## src/rtl/ps2_key_event.sv

```systemverilog
// Drains ps2_keyboard's scan FIFO and folds E0/F0 prefixes into one event per key action.
// Optional PS2_REPEAT_FILTER_EN: suppress typematic repeats of the currently held key.
module ps2_key_event #(
  parameter int CNT_W      = 8,
  parameter int PREFIX_TMO = 2**20
) (
  input  logic             clk,
  input  logic             clr,
  input  logic             ready,
  input  logic [7:0]       data,
  output logic             nextdata_n,
  output logic             key_valid,
  output logic [7:0]       key_code,
  output logic             key_ext,
  output logic             key_break,
  output logic             key_down,
  output logic [CNT_W-1:0] press_count,
  output logic             err
);

  localparam int TMO_W = (PREFIX_TMO > 1) ? $clog2(PREFIX_TMO) : 1;
  localparam logic [TMO_W-1:0] TMO_LAST = TMO_W'(PREFIX_TMO - 1);

  typedef enum logic [1:0] {IDLE, POP, GAP} state_t;

  state_t             state_q, state_d;
  logic [7:0]         byte_q, byte_d;
  logic               nextdata_n_q, nextdata_n_d;
  logic               key_valid_q, key_valid_d;
  logic [7:0]         key_code_q, key_code_d;
  logic               key_ext_q, key_ext_d;
  logic               key_break_q, key_break_d;
  logic               key_down_q, key_down_d;
  logic [7:0]         held_code_q, held_code_d;
  logic               held_ext_q, held_ext_d;
  logic [CNT_W-1:0]   press_count_q, press_count_d;
  logic               err_q, err_d;
  logic               ext_f_q, ext_f_d;
  logic               brk_f_q, brk_f_d;
  logic [TMO_W-1:0]   tmo_cnt_q, tmo_cnt_d;
  logic               held_match;
  logic               drop_repeat;

  assign held_match = key_down_q && (held_code_q == byte_q) && (held_ext_q == ext_f_q);

`ifdef PS2_REPEAT_FILTER_EN
  assign drop_repeat = held_match;
`else
  assign drop_repeat = 1'b0;
`endif

  always_comb begin
    state_d       = state_q;
    byte_d        = byte_q;
    nextdata_n_d  = 1'b1;
    key_valid_d   = 1'b0;
    key_code_d    = key_code_q;
    key_ext_d     = key_ext_q;
    key_break_d   = key_break_q;
    key_down_d    = key_down_q;
    held_code_d   = held_code_q;
    held_ext_d    = held_ext_q;
    press_count_d = press_count_q;
    err_d         = 1'b0;
    ext_f_d       = ext_f_q;
    brk_f_d       = brk_f_q;
    tmo_cnt_d     = tmo_cnt_q;

    case (state_q)
      IDLE: begin
        if (ready) begin
          byte_d       = data;
          state_d      = POP;
          nextdata_n_d = 1'b0;
        end
      end
      POP: begin
        state_d = GAP;
        if (byte_q == 8'hE0) begin
          ext_f_d = 1'b1;
        end else if (byte_q == 8'hF0) begin
          brk_f_d = 1'b1;
        end else if (byte_q == 8'h00 || byte_q == 8'hFF || byte_q == 8'hAA) begin
          ext_f_d = 1'b0;
          brk_f_d = 1'b0;
          err_d   = 1'b1;
        end else begin
          ext_f_d = 1'b0;
          brk_f_d = 1'b0;
          if (brk_f_q) begin
            key_valid_d = 1'b1;
            key_code_d  = byte_q;
            key_ext_d   = ext_f_q;
            key_break_d = 1'b1;
            if (held_match) begin
              key_down_d = 1'b0;
            end
          end else if (!drop_repeat) begin
            key_valid_d   = 1'b1;
            key_code_d    = byte_q;
            key_ext_d     = ext_f_q;
            key_break_d   = 1'b0;
            key_down_d    = 1'b1;
            held_code_d   = byte_q;
            held_ext_d    = ext_f_q;
            press_count_d = press_count_q + CNT_W'(1);
          end
        end
      end
      GAP: begin
        state_d = IDLE;
      end
      default: begin
        state_d = IDLE;
      end
    endcase

    // Timeout only advances outside POP, so it can never collide with a decode result.
    if (state_q == POP || !(ext_f_q || brk_f_q)) begin
      tmo_cnt_d = '0;
    end else if (tmo_cnt_q == TMO_LAST) begin
      tmo_cnt_d = '0;
      ext_f_d   = 1'b0;
      brk_f_d   = 1'b0;
      err_d     = 1'b1;
    end else begin
      tmo_cnt_d = tmo_cnt_q + TMO_W'(1);
    end
  end

  always_ff @(posedge clk) begin
    if (clr) begin
      state_q       <= IDLE;
      byte_q        <= 8'h00;
      nextdata_n_q  <= 1'b1;
      key_valid_q   <= 1'b0;
      key_code_q    <= 8'h00;
      key_ext_q     <= 1'b0;
      key_break_q   <= 1'b0;
      key_down_q    <= 1'b0;
      held_code_q   <= 8'h00;
      held_ext_q    <= 1'b0;
      press_count_q <= '0;
      err_q         <= 1'b0;
      ext_f_q       <= 1'b0;
      brk_f_q       <= 1'b0;
      tmo_cnt_q     <= '0;
    end else begin
      state_q       <= state_d;
      byte_q        <= byte_d;
      nextdata_n_q  <= nextdata_n_d;
      key_valid_q   <= key_valid_d;
      key_code_q    <= key_code_d;
      key_ext_q     <= key_ext_d;
      key_break_q   <= key_break_d;
      key_down_q    <= key_down_d;
      held_code_q   <= held_code_d;
      held_ext_q    <= held_ext_d;
      press_count_q <= press_count_d;
      err_q         <= err_d;
      ext_f_q       <= ext_f_d;
      brk_f_q       <= brk_f_d;
      tmo_cnt_q     <= tmo_cnt_d;
    end
  end

  assign nextdata_n  = nextdata_n_q;
  assign key_valid   = key_valid_q;
  assign key_code    = key_code_q;
  assign key_ext     = key_ext_q;
  assign key_break   = key_break_q;
  assign key_down    = key_down_q;
  assign press_count = press_count_q;
  assign err         = err_q;

endmodule

```

## config.mk

```make
export PLATFORM = sky130hd
export DESIGN_NAME = ps2_key_event
export DESIGN_NICKNAME = d
export VERILOG_FILES = /design/src/rtl/ps2_key_event.sv
export SDC_FILE = /design/constraint.sdc
export NUM_CORES = 1
export LEC_CHECK = 0
export CORE_AREA = 3 3 97 99
export DETAILED_ROUTE_END_ITERATION = 8
export DIE_AREA = 0 0 100 102
export PLACE_DENSITY = 0.47
export SLEW_MARGIN = 10
export SYNTH_ARGS = -nofsm -noshare
export SYNTH_HDL_FRONTEND = slang
export SYNTH_SLANG_ARGS = --single-unit
```

## constraint.sdc

```tcl
create_clock -name clk -period 2.55 [get_ports clk]
set_input_delay 0.51 -clock clk [delete_from_list [all_inputs] [get_ports clk]]
set_output_delay 0.51 -clock clk [all_outputs]
set_load 0.1 [all_outputs]
```

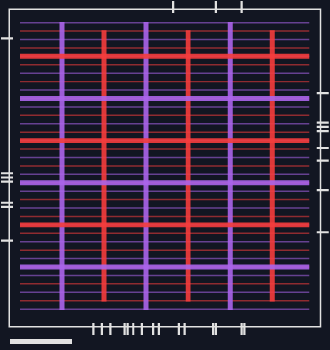
Figure 1: supply network.
Scale bar: 20 um. Pins as bars on the die edge.
Red shows VDD. Purple shows VSS.
35 met1 rails follow the rows. The core has 34 rows. 33 signal pins sit on the boundary.

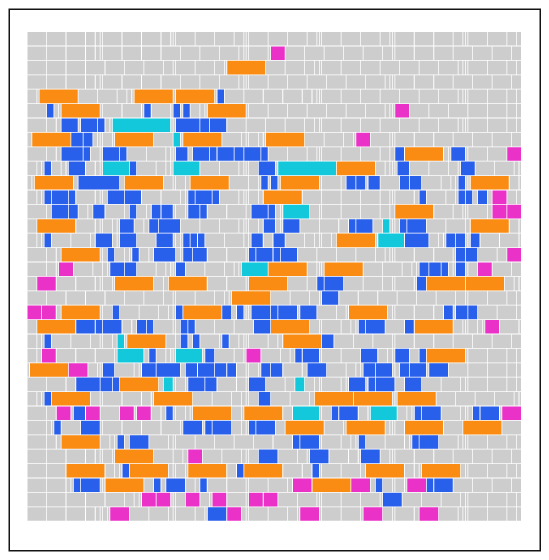
Figure 2: cells colored by class.
Fill, decap, tap and diode cells in gray.
Magenta shows other buffers and delay cells, cells 37. Orange shows flip-flops, cells 63. Cyan shows clock drivers and dummy loads, cells 16. Blue shows all other logic, cells 206.

==> results.tsv <==
stage	metric	value	unit
floorplan	core footprint	8640	um2
place	Placer Congestion	0.696	
pwr	maximum vdd drop	0.344	mV
floorplan	Cell Rows	34	
final_layout	Commonest Layout Cell	dfxtp_1	
place	I/O Buffers	32	
final_timing	final max-slew violation count	0	
clock_network	CTS max path bufs	2	
floorplan	IO Pins	33	
flow_run	MaxCap Viol Count	0	
pwr	Lkg Pwr	0.00132	uW
global_routing	gr usage total	12.1	%
clock_network	Clock Pin Slew Worst Setup and Hold Paths	70	ps
pwr	switching power total	540	uW
setup_path	Max FO, Critical Path	24	
place	Post-DP HPWL	3.74	mm
clock_network	hold_buf cts	0	
pwr	Clock Power Share	42.3	%
clock_network	clk_lat worst skew	330	ps
setup_path	CP Capture Type	flip-flop	
clock_network	setup repair bufs after CTS	0	
pwr	Power Dens Cells	674	nW/um2
pwr	internal power	1630	uW
setup_path	WP data arrival	2320	ps
yosys	Syn Std Cell Area	2670	um2
yosys	post-synthesis async set-or-reset flop share	0	%
floorplan	Die Y	102	um
yosys	number of enable flip-flop cells	0	
pwr	Reg power frac	47.9	%
final_timing	fin crit period	2060	ps
yosys	Compound-Gate Fraction of Synth Area	5.77	%
outcome	status	completed	
final_layout	Final Util	37.3	%
yosys	Synth Flop Type	dfxtp_1	
setup_path	Startpoint Class	flip-flop	
clock_network	Inserted Clock Buffers	9	
flow_run	tool warnings	26	
clock_network	H-tree depth	3	
yosys	Mapped Cells	288	
yosys	simple-gate area share of the yosys netlist	22.3	%
final_timing	RSZ-0062 raised after global routing	no	
yosys	Syn Area/Cell	9.25	um2
final_timing	Slew HR	53.8	%
final_timing	final setup fails	0	
final_layout	# diodes	0	
global_routing	first-pass GRT wire length	9.73	mm
final_timing	Hold Violations, Final	0	
final_timing	Max Freq	486	MHz
final_timing	post-layout period usage	80.8	%
final_layout	synth-to-layout area growth	20.9	%
yosys	Synth flops	63	
drt	drt wl/cell	12.9	um
yosys	XOR-XNOR Cells, Area Fraction	8.87	%
drt	vias	2018	
clock_network	CTS tree	yes	
worst_hold_path	worst min path class	reg2reg	
yosys	yosys stat area	2670	um2
drt	DR pass1 iterations	5	
final_layout	logic area	1300	um2
global_routing	total gr overflow	0	
yosys	Yosys cell types	38	
pwr	Comb pwr share	9.8	%
yosys	synthesized net count	301	
global_routing	pin count of the biggest net entering global routing	42	
global_routing	initial antenna violation count	0	
-- worst max-delay path, stage by stage, from the launching register on --
cell      delay [ps]
dfxtp_1          540
nor4_1           110
o21ai_1          280
o211ai_2         140
buf_4            250
or4_1            530
a21oi_1          140
-- area by class of cell --
cell class / count / area share (%)
sequential: 63 / 39.1
timing repair buffer: 37 / 9.39
clock inverter: 4 / 2.17
tap: 108 / 4.19
multi-input combinational: 200 / 40.2
clock buffer: 12 / 4.19
inverter: 6 / 0.699
-- state kept, by name (all words and copies together), names as in the netlist --
register,flops
brk_f_q,1
byte_q,8
err,1
ext_f_q,1
held_code_q,8
held_ext_q,1
key_break,1
key_code,8
key_down,1
key_ext,1
key_valid,1
nextdata_n,1
press_count,8
state_q,2
tmo_cnt_q,20
-- final timing paths --
path                                         startpoint                          end  slack, ps  depth (start not counted)
worst min-delay path            tmo_cnt_q[0]$_SDFF_PP0_      tmo_cnt_q[0]$_SDFF_PP0_        450                          1
worst max-delay path             byte_q[5]$_SDFFE_PP0P_  press_count[5]$_SDFFE_PP0P_        490                          6
worst max register to register   byte_q[5]$_SDFFE_PP0P_  press_count[5]$_SDFFE_PP0P_        490                          6
worst min register to register  tmo_cnt_q[0]$_SDFF_PP0_      tmo_cnt_q[0]$_SDFF_PP0_        450                          1
-- power groups by stage --
stage / Sequential, uW / Clock, uW / Combinational [uW]
after floorplan: 1100 / 0 / 121
after global placement: 1060 / 0 / 215
after detailed placement: 1060 / 0 / 215
after CTS: 1040 / 959 / 216
after global routing: 1050 / 1010 / 232
final: 1040 / 920 / 212
-- cells by family after synthesis --
logic type	Yosys count
simple gates	118
flops	63
mux	28
xor+xnor	27
compound gates	25
buf+inv	25
fa+ha+maj	2
-- Yosys cell counts, types with 7 or more instances --
cell type / n / share of area (%)
xnor2_1: 13 / 4.3
a21oi_1: 10 / 1.9
nand2_1: 10 / 1.4
clkbuf_1: 12 / 1.7
nand3_1: 11 / 2.1
dfxtp_1: 63 / 47
mux2i_1: 28 / 11
xor2_1: 14 / 4.6
nand4_1: 7 / 1.6
nor2_1: 59 / 8.3
o21ai_0: 7 / 1.3
-- through the flow --
step	area [um2]	instances	hold slack [ps]	worst slack [ps]	power, uW
finish	3220	430	449	491	2170
global route	3220	430	490	310	2280
CTS	3220	430	455	461	2220
detailed placement	3020	414	438	441	1280
global placement	3020	414	428	467	1280
floorplan	2670	288	418	532	1220
-- metal layers --
layer  vias up  wire length, um  global-route usage [%]
met5         -                0                       0
met4         0               82                    4.04
met3         7              260                    4.57
met2        33             2450                    18.2
met1       941             2740                    16.0
li1       1037                -                       -
Power figures rest on the tool's default switching activity, not on a simulated workload.
